==> config.mk <==
export PLATFORM = sky130hd
export DESIGN_NAME = rx_frame_ctrl
export DESIGN_NICKNAME = d
export VERILOG_FILES = /design/src/rtl/rx_mac_pkg.sv /design/src/rtl/rx_nib_cnt.sv /design/src/rtl/rx_frame_ctrl.sv
export SDC_FILE = /design/constraint.sdc
export NUM_CORES = 1
export LEC_CHECK = 0
export ABC_AREA = 1
export CORE_AREA = 2 2 77 79
export DETAILED_ROUTE_END_ITERATION = 8
export DIE_AREA = 0 0 79 81
export PLACE_DENSITY_LB_ADDON = 0.3
export REMOVE_ABC_BUFFERS = 1
export SYNTH_ARGS = -nofsm -noshare
export SYNTH_HDL_FRONTEND = slang
export SYNTH_SLANG_ARGS = --single-unit
==> constraint.sdc <==
create_clock -name clk -period 1.8 [get_ports clk]
set_clock_uncertainty 0.2 [all_clocks]
set_input_delay 0.36 -clock clk [delete_from_list [all_inputs] [get_ports clk]]
set_output_delay 0.36 -clock clk [all_outputs]
set_load 0.005 [all_outputs]
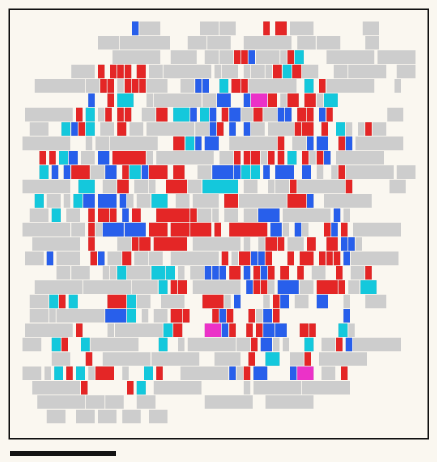
Run 1: logic cells by family
Scale bar: 20 um.
family	colour	cells
nor cells	blue	75
xor and xnor cells	magenta	3
aoi and oai cells	cyan	45
nand cells	red	140
Top cell excl fill/tap: nand2_1
Comb/total area: 0.393

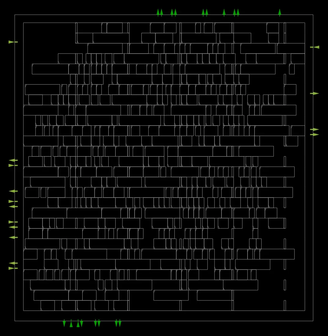
Run 1: cell outlines without signal wires
flop share of the area: 0.300
final cell count without fillers: 539

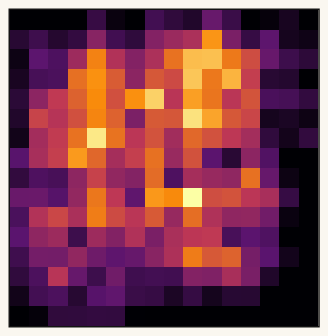
Run 1: signal metal coverage by tile
16 x 16 tiles, from black (low) to pale yellow (high), scaled to the fullest tile. Values are wire area over tile area, all layers added.
nearly empty tiles	13%
tiles over half the peak	26%
mean over tiles	0.17
densest ninth of the die	centre
emptiest ninth of the die	south-east
Total Routing Usage GR: 0.204
WL final: 6.81 mm
via count: 2,698
per-cell routed wire length: 12.6 um

==> impl_metrics.tcl, run 1 <==
# flow metrics
set metrics [dict create \
    avgViaCountPerCell 5.01 \
    top_area_cell_class "combinational gates" \
    crit_buf_inv 1 \
    io_pins 33 \
    cts_tree "yes" \
    ff2ff_path_depth 10 \
    pwr-share-seq 0.350 \
    xor_share 0.00966 \
    power.share.switching 0.385 \
    setup_tns_ns 0 \
    post-cts-setup-buffer-count 6 \
    die-height_um 81 \
    cts-root-buf "clkbuf_8" \
    portBuffers 32 \
    enable_flop_cells 0 \
    dpl-instance-area_um2 3470 \
    fin_area_um2 3840 \
    core_area_um2 5680 \
    gp_congestion 0.858 \
    ys_types 32 \
    status "finished, final reports clean" \
    simple_gate_share 0.369 \
    final_core_util 0.677 \
    hold_class "in -> async" \
    setup_viol 0 \
    cts_buffers 5 \
    hold_viol_final 0 \
    grt_first_pass_wirelength_mm 10.4 \
    wl_met1_mm 2.91 \
    top_layer "met4" \
    timing.slew.headroom 0.845 \
    dpl_worst_slack_ns -0.324 \
    internal_power_w 0.00298 \
    drc_errors 0 \
    numSequentialCells 46 \
    worstPathRequired_ns 1.24 \
    switchingPower_w 0.00186 \
    postSynthCellCount 370 \
    worst-path-max-fanout 3 \
    firstDrtPassIters 5 \
    p_comb_frac 0.492 \
    crit_cells 1 \
    cts_resized 10 \
    routed-wl-met2_mm 3.55 \
    area_leaders "dfrtp_1, nand2_1, nor2_1" \
    comb.multi_input.count 271 \
    wl_met3_um 240 \
    finalClockPeriodUsage 0.994 \
    dp_cells 519 \
    cp_top_family "buffers and inverters" \
    ys.warnings.count 0 \
    chipArea_um2 6400 \
    clk_path_buf_depth 2 \
    most_common_cell "nand2_1" \
    grt_max_degree 31 \
    largest_area_cell "dfrtp_1" \
    ys_sh_adder 0.0276 \
    netlist_area_um2 2720 \
    clk_latency_ns 0.30 \
    fmax_mhz 559 \
    ys_top_logic_family "simple AND/OR/NAND/NOR gates" \
    die_x_um 79 \
    diodes 0 \
    htree_levels 2 \
    ant_nets 0 \
    globalRouteMet2Util 0.361 \
    clkSinkCount 46 \
    critPathMaxStageDelay_ns 0.52 \
    yosys-stat-area_um2 2720 \
    initCoreUtil 0.479 \
    common_cells "nand2_1, nor2_1, dfrtp_1, inv_1, o21ai_0" \
    logic_area_um2 1510 \
    num_tap_cells 75 \
    buffers 88 \
    use_met3 0.0400 \
    fill_cells 482 \
    drt_iter0_markers 208 \
    cap_viol_max_count 0 \
    clockNetworkPower_w 0.000765 \
    rsz0062_at_grt "yes" \
    pg_comb_w 0.00238 \
    ff_latch_area_um2 1150 \
    grt_pass1_vias 2518 \
    bufAreaShareNonClock 0.203 \
    crit_arrival_ns 1.23 \
    synthDominantCellAreaShare 0.423 \
    synth_seq_share 0.423 \
    cp_slowest_cell "clkdlybuf4s50_1" \
    ctsHoldBuffers 0 \
    syn_area_per_cell_um2 7.35 \
    ys_cells 370 \
    warnings 29 \
]
--- run 2 (diff from run 1) ---
- CTS_CLUSTER_DIAMETER: not set -> 50
- RECOVER_POWER: not set -> 25
- clock period: 1.8 -> 1.6 ns (I/O delays scaled with it)
==> run 2 against run 1 <==
Net effect: power grew 34%; die size is the same; worst hold slack improved by 0.037 ns; non-clock buffer count increased by 37; wire length up 46%; area after synthesis is the same; the flow now finishes with violations (negative setup slack); core utilization rose by 12 points; final cell count up 6.7%.
==> impl_metrics.tcl, run 2 <==
# flow metrics
set metrics [dict create \
    firstDrtPassIters 6 \
    setup_viol 43 \
    dp_cells 542 \
    bufAreaShareNonClock 0.242 \
    hold_class "in -> async" \
    switchingPower_w 0.00277 \
    cap_viol_max_count 0 \
    worstPathRequired_ns 1.64 \
    fin_area_um2 4510 \
    dpl_worst_slack_ns -0.481 \
    grt_pass1_vias 2999 \
    ctsHoldBuffers 0 \
    critPathMaxStageDelay_ns 0.40 \
    cts_buffers 5 \
    cp_slowest_cell "dfrtp_1" \
    fmax_mhz 538 \
    ys_cells 370 \
    routed-wl-met2_mm 5.26 \
    via_count 3181 \
    postSynthCellCount 370 \
    grt_first_pass_wirelength_mm 13.4 \
    synth_seq_share 0.423 \
    finalClockPeriodUsage 1.16 \
    diodes 0 \
    cts_tree "yes" \
    dpl-instance-area_um2 3660 \
    setup_ws_ns -0.259 \
    crit_arrival_ns 1.90 \
    p_comb_frac 0.584 \
    simple_gate_share 0.369 \
    most_common_cell "nand2_1" \
    ff_latch_area_um2 1150 \
    die_x_um 79 \
    cp_top_family "simple AND/OR/NAND/NOR gates" \
    comb_area_frac 0.414 \
    top_area_cell_class "combinational gates" \
    lay_top_count "nand2_1" \
    wl_mm 9.91 \
    status "complete, but fails checks" \
    grt-busiest-layer "met2" \
    area_leaders "dfrtp_1, nand2_1, nor2_1" \
    largest_area_cell "dfrtp_1" \
    ys_types 32 \
    violations "negative setup slack" \
    cts_resized 145 \
    pg_comb_w 0.00380 \
    comb.multi_input.count 272 \
    xor_share 0.00966 \
    wl_per_cell_um 17.2 \
    die-height_um 81 \
    internal_power_w 0.00374 \
    use_met3 0.0378 \
    warnings 29 \
    crit_buf_inv 3 \
    ys.warnings.count 0 \
    portBuffers 32 \
    power.share.switching 0.425 \
    cts-root-buf "clkbuf_8" \
    logic_area_um2 1860 \
    crit_cells 9 \
    post-cts-setup-buffer-count 19 \
    grtUsageTotal 0.267 \
    wl_met1_mm 3.50 \
    common_cells "nand2_1, nor2_1, dfrtp_1, inv_1, o21ai_0" \
    clkSinkCount 46 \
    top_layer "met4" \
    numSequentialCells 46 \
    syn_area_per_cell_um2 7.35 \
    ant_nets 0 \
    worst-path-max-fanout 3 \
    gp_congestion 0.832 \
    io_pins 33 \
    timing.slew.headroom 0.694 \
    globalRouteMet2Util 0.507 \
    grt_max_degree 24 \
    clk_path_buf_depth 2 \
    netlist_area_um2 2720 \
    core_area_um2 5680 \
    pwr-share-seq 0.302 \
    chipArea_um2 6400 \
    synthDominantCellAreaShare 0.423 \
    drc_errors 0 \
    drt_iter0_markers 272 \
    buffers 125 \
    hold_viol_final 0 \
    ys_sh_adder 0.0276 \
]
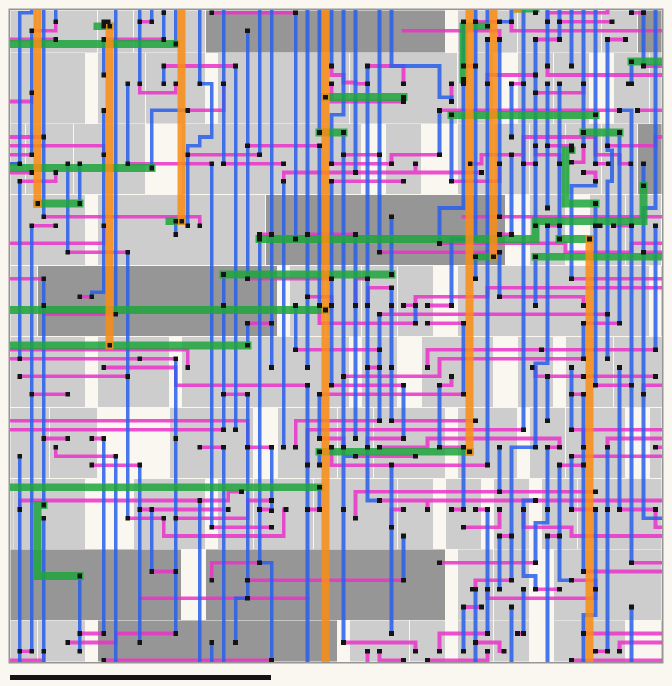
Run 2: layout detail
Scale bar: 10 um. Window x 27 to 52, y 12 to 37 um. Cells in grey, sequential cells in the stronger grey; small squares are vias.
layer	colour
M2	blue
M3	green
M4	orange
M1	magenta
most frequent	nand2_1 (14), inv_1 (9), nor2_1 (9)
cells with their middle in the window	75
sequential cells in the window	6

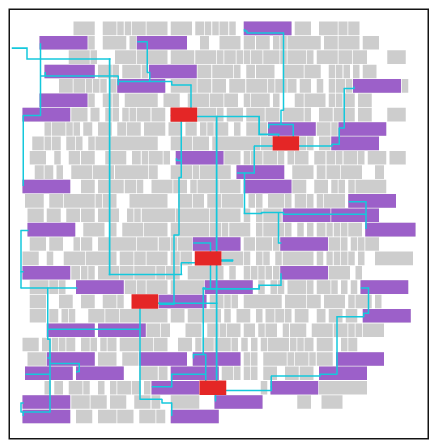
Run 2: clock wires, drivers and flops
[clock-net drivers] red | count: 5
[flip-flops] purple | count: 46
[clock wires] cyan | length: 658 um
flops lie	all over the die
routed clock nets	6
clk_lat worst skew: 0.31 ns
clk pwr: 0.000738 W
Clock power frac: 0.113

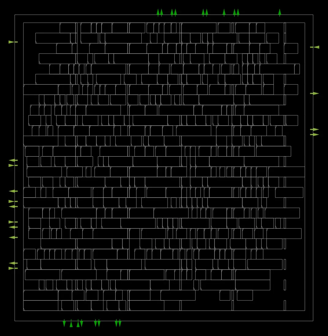
Run 2: cell outlines without signal wires
flop share of the area: 0.256
TAP cells: 75
final core occ: 0.794
Rows: 28
final cell count without fillers: 575

No activity file was given, so power comes from the tool's default toggle rates.
